<file path="src/rtl/regfile_dump.sv">
// Register-file read-back engine: sweeps rID over every register, streams each
// sampled value on a valid/ready port, then sends a wrapping checksum word.
module regfile_dump #(
  parameter int NUM_REGS = 8,
  parameter int ID_W     = 4,
  parameter int DATA_W   = 32,
  parameter int READ_LAT = 1
) (
  input  logic              clock,
  input  logic              reset_n,
  input  logic              start,
  output logic [ID_W-1:0]   rID,
  input  logic [DATA_W-1:0] rdata,
  output logic              out_valid,
  input  logic              out_ready,
  output logic [DATA_W-1:0] out_data,
  output logic [ID_W-1:0]   out_idx,
  output logic              out_last,
  output logic              busy,
  output logic              done
);
  localparam logic [ID_W-1:0] LAST_IDX = ID_W'(NUM_REGS - 1);
  localparam logic [2:0]      LAT      = 3'(READ_LAT);

  typedef enum logic [2:0] {S_IDLE, S_ISSUE, S_WAIT, S_SEND, S_CSUM, S_FIN} state_e;

  state_e            state_q, state_d;
  logic [ID_W-1:0]   idx_q, idx_d;
  logic [ID_W-1:0]   rid_q, rid_d;
  logic [ID_W-1:0]   oidx_q, oidx_d;
  logic [DATA_W-1:0] csum_q, csum_d;
  logic [DATA_W-1:0] odata_q, odata_d;
  logic [2:0]        cnt_q, cnt_d;
  logic              ovalid_q, ovalid_d;
  logic              olast_q, olast_d;
  logic              busy_q, busy_d;
  logic              done_q, done_d;
  logic              accept;
  logic [DATA_W-1:0] csum_next;

  assign accept    = ovalid_q & out_ready;
  assign csum_next = csum_q + odata_q;

  always_comb begin
    state_d  = state_q;
    idx_d    = idx_q;
    rid_d    = rid_q;
    oidx_d   = oidx_q;
    csum_d   = csum_q;
    odata_d  = odata_q;
    cnt_d    = cnt_q;
    ovalid_d = ovalid_q;
    olast_d  = olast_q;
    busy_d   = busy_q;
    done_d   = 1'b0;
    unique case (state_q)
      S_IDLE: begin
        if (start) begin
          state_d = S_ISSUE;
          busy_d  = 1'b1;
          idx_d   = '0;
          rid_d   = '0;
          csum_d  = '0;
        end
      end
      S_ISSUE: begin
        // rID was already driven on entry, so a zero-latency port has rdata now
        cnt_d = LAT;
        if (LAT == 3'd0) begin
          odata_d  = rdata;
          oidx_d   = idx_q;
          ovalid_d = 1'b1;
          state_d  = S_SEND;
        end else begin
          state_d = S_WAIT;
        end
      end
      S_WAIT: begin
        if (cnt_q == 3'd0) begin
          odata_d  = rdata;
          oidx_d   = idx_q;
          ovalid_d = 1'b1;
          state_d  = S_SEND;
        end else begin
          cnt_d = cnt_q - 3'd1;
        end
      end
      S_SEND: begin
        if (accept) begin
          csum_d   = csum_next;
          ovalid_d = 1'b0;
          if (idx_q != LAST_IDX) begin
            idx_d   = idx_q + ID_W'(1);
            rid_d   = idx_q + ID_W'(1);
            state_d = S_ISSUE;
          end else begin
            odata_d  = csum_next;
            oidx_d   = '1;
            olast_d  = 1'b1;
            ovalid_d = 1'b1;
            state_d  = S_CSUM;
          end
        end
      end
      S_CSUM: begin
        if (accept) begin
          ovalid_d = 1'b0;
          olast_d  = 1'b0;
          state_d  = S_FIN;
        end
      end
      S_FIN: begin
        done_d  = 1'b1;
        busy_d  = 1'b0;
        olast_d = 1'b0;
        state_d = S_IDLE;
      end
      default: state_d = S_IDLE;
    endcase
  end

  always_ff @(posedge clock or negedge reset_n) begin
    if (!reset_n) begin
      state_q  <= S_IDLE;
      idx_q    <= '0;
      rid_q    <= '0;
      oidx_q   <= '0;
      csum_q   <= '0;
      odata_q  <= '0;
      cnt_q    <= '0;
      ovalid_q <= 1'b0;
      olast_q  <= 1'b0;
      busy_q   <= 1'b0;
      done_q   <= 1'b0;
    end else begin
      state_q  <= state_d;
      idx_q    <= idx_d;
      rid_q    <= rid_d;
      oidx_q   <= oidx_d;
      csum_q   <= csum_d;
      odata_q  <= odata_d;
      cnt_q    <= cnt_d;
      ovalid_q <= ovalid_d;
      olast_q  <= olast_d;
      busy_q   <= busy_d;
      done_q   <= done_d;
    end
  end

  assign rID       = rid_q;
  assign out_valid = ovalid_q;
  assign out_data  = odata_q;
  assign out_idx   = oidx_q;
  assign out_last  = olast_q;
  assign busy      = busy_q;
  assign done      = done_q;
endmodule

</file>
<file path="config.mk">
export PLATFORM = sky130hd
export DESIGN_NAME = regfile_dump
export DESIGN_NICKNAME = d
export VERILOG_FILES = /design/src/rtl/regfile_dump.sv
export SDC_FILE = /design/constraint.sdc
export NUM_CORES = 1
export LEC_CHECK = 0
export CAP_MARGIN = 20
export CORE_MARGIN = 2
export CORE_UTILIZATION = 60
export CTS_CLUSTER_SIZE = 10
export DETAILED_ROUTE_END_ITERATION = 7
export PLACE_DENSITY = 0.83
export SYNTH_ARGS = -nofsm -noshare
export SYNTH_HDL_FRONTEND = slang
export SYNTH_SLANG_ARGS = --single-unit
</file>
<file path="constraint.sdc">
create_clock -name clock -period 6.89 [get_ports clock]
set_input_delay 1.7225 -clock clock [delete_from_list [all_inputs] [get_ports clock]]
set_output_delay 1.7225 -clock clock [all_outputs]
set_load 0.01 [all_outputs]
</file>
Fig. 1: PDN straps and rails
Drawn at 4 px/um. Pins as bars on the die edge. Tap cells in grey.
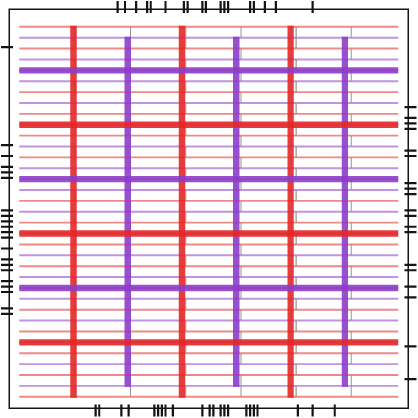
net	colour
VSS	red
VDD	purple
tap cells	108
met5 straps	6
rows	34
met4 straps	6
met1 rails	35
Die Ht: 99.4 um
VDD IR max: 0.368 mV
Die Wd: 99.4 um

Fig. 2: cell classes on the final placement
Drawn at 4 px/um. Fill, decap, tap and diode cells in grey.
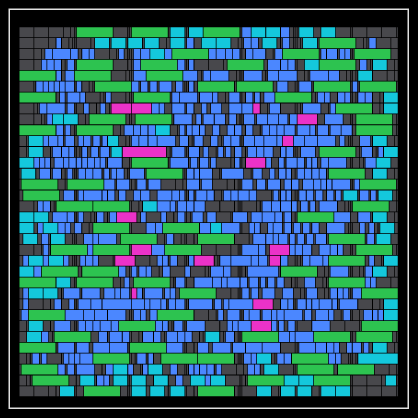
class	colour	cells
flip-flops	green	82
all other logic	blue	539
clock drivers and dummy loads	magenta	16
other buffers and delay cells	cyan	84
Final Core Density: 0.742
sequential share of cell area: 0.316
final instance area: 0.00650 sq mm
row count: 34

Fig. 3: clock distribution
Drawn at 4 px/um.
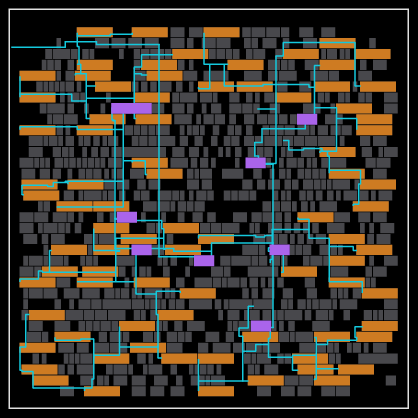
[flip-flops] orange | count: 82
[clock wires] cyan | length: 1130 um
[cells driving clock nets] purple | count: 9
routed clock nets	10
Max Clock Skew: 10.2 ps
clk pwr: 0.000371 W

Fig. 4: routed metal, one colour a layer
Drawn at 4 px/um.
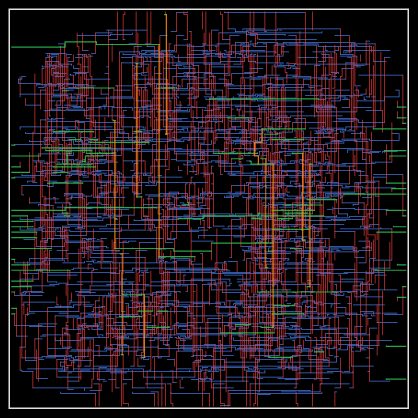
layer	colour	wire length
met3	green	677 um
met2	red	6560 um
met4	orange	321 um
met1	blue	6360 um
via count: 5129
drt total wl: 13900 um
wire per inst: 16.8 um
total track usage: 0.294

Fig. 5: track usage over the die
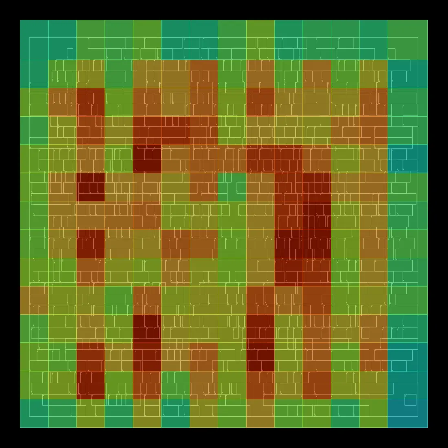
GR Util met3: 0.0422
met1 Track Usage GR: 0.405

==> job_summary.md <==
### Metrics collected by this job

| Metric | Value |
|---|---|
| Share of layout cells above drive strength 1 | `0.0610` |
| Worst path bufs/invs | `2` |
| Hold path startpoint | `out_idx[0]` |
| Most frequent logic cell in the layout | `nand2_1` |
| Grt met2 use | `0.473` |
| Top logic family | `AND-OR/OR-AND gates` |
| YS warnings | `0` |
| Worst Setup Slack, final | `3260 ps` |
| Top_reg_cell synth | `dfrtp_1` |
| Reg2Reg Depth | `10` |
| Hold_ws | `490 ps` |
| Tcrit/Tclk final | `0.527` |
| Sw Share | `0.472` |
| Clk root buf | `clkbuf_8` |
| Clk pin slew, worst setup/hold paths | `90 ps` |
| Required time worst endpoint | `7140 ps` |
| Setup CP Type | `in2reg` |
| Met2 Routed Length | `6560 um` |
| Register bit total from synthesis | `82` |
| Worst setup EP type | `register` |
| Non-clock inverter count in the final layout | `19` |
| Max-Cap Viols | `0` |
| Pre-CTS setup slack | `2890 ps` |
| Worst Hold End | `out_idx[0]` |
| Total stage count of the critical path | `6` |
| Metal3 WL | `676 um` |
| Cell taking the most area after synthesis | `dfrtp_1` |
| # IOs | `80` |
| Simple-Gate Area Share | `0.190` |
| Logic area | `0.00319 sq mm` |
| Vias in the first global route | `5122` |
| Routed Antenna Nets | `0` |
| CTS Sinks | `82` |
| Hold buffers post-CTS | `0` |
| Initial drt markers | `270` |
| Yosys cell count | `659` |
| Setup tns final | `0 ps` |
| Final Net Count | `787` |
| Number of buffer cells added on primary ports | `79` |
| Signal buffers share of area | `0.130` |
| Crit path from | `out_ready` |
| Grt peak-use layer | `met2` |
| CP Data Arrival Time | `3880 ps` |
| Outcome | `completed` |
| ANT cells | `0` |
| Tool warning count | `27` |
| Fillers | `688` |
| Via density per instance | `6.19` |
| Max incr delay on CP | `570 ps` |
| Top cells by count, synth | `nand2_1, dfrtp_1, o21ai_0` |
| Main area contributors | `dfrtp_1, ha_1, nand2_1` |
| Least-Margin Pin Slew | `787 ps` |
| Initial core utilization | `0.623` |
| Peak Freq | `0.275 GHz` |
| Worst r2r src | `out_data[0]` |
| Clock buf/inv share | `0.0316` |
| Cell Area, Placed | `0.00627 sq mm` |
| Fraction of area in multi-input gates | `0.491` |
| Design Power | `0.00321 W` |
| CP Max Fanout | `27` |
| EDFF count, synth | `0` |
| Top pwr grp | `combinational cells` |
| CTS max path bufs | `2` |
| Post-synth seq share | `0.376` |
| Synth Net Count | `730` |
| Ys async rst share | `1.00` |
| Internal | `0.00170 W` |
| WL met1 | `6360 um` |
| Tmin final | `3630 ps` |
| Worst slew margin | `0.476` |
| Non-clock buffers | `84` |
| Combinational power share | `0.619` |
| Clock power share | `0.115` |
| Full die area | `0.00988 sq mm` |
| R2R Path End | `out_data[30]` |
| Post-CTS sizing | `0` |
| Dominant cell area share | `0.376` |
| Largest net degree at the start of global routing | `83` |
| Setup Fix Bufs, Post-CTS | `0` |
| DP HPWL | `9860 um` |
| Cell Count, Final, Fillers Out | `829` |
| Pleak | `2.99 nW` |
| Area Overhead vs Synth | `19.1%` |
| Antenna violations before repair | `0` |
| Endpoints failing hold | `0` |
| Clock buffers | `12` |
| Net Sw Power | `0.00152 W` |
| Syn Inst Count | `659` |
| Distinct lib cells | `59` |
| Sequential Power Share | `0.266` |
| Worst path top cell family by delay | `simple AND/OR/NAND/NOR gates` |
| Synthesized area | `0.00546 sq mm` |
| CTS tree | `built` |
| DRT Pass-1 Iters | `4` |
| Worst R2R Setup Slack | `3890 ps` |
| Hold depth | `2` |
| DR DRC count | `0` |
| Crit start category | `input pin` |
| Mi-comb count | `520` |
| Worst path slowest cell | `nor2_2` |
| Cell count after placement | `812` |
| Max layer used | `met4` |
| Sequential cell area | `0.00205 sq mm` |
| Leading cell kind | `logic gates` |
| Area fraction in xor and xnor cells | `0.0353` |
| Yosys synthesis chip area | `0.00546 sq mm` |
| Hold crit path type | `reg2reg` |
| Synth mux share | `0.0202` |
| Syn avg cell area | `8.29 sq um` |
| Critical Path End | `csum_q[3]` |
| Combinational gate power | `0.00199 W` |
| Final Max Tran Viols | `0` |
| Most frequent logic cells in the routed design | `nand2_1, dfrtp_1, clkdlybuf4s50_1` |
| Late-Pin Clk Latency | `360 ps` |
| Cells along the critical path | `clkdlybuf4s50_1 > nand2_1 > nor2_1 > nor2_2 > buf_4 > mux2_2` |
| First-pass GRT wire length | `23800 um` |
| Power Density | `494 mW/mm^2` |
| Most common cell in the netlist | `nand2_1` |
| Tapcell Cnt | `108` |
| Endpoints failing setup | `0` |
| Sequential cells | `82` |
Power is estimated from default activity; no workload was simulated.
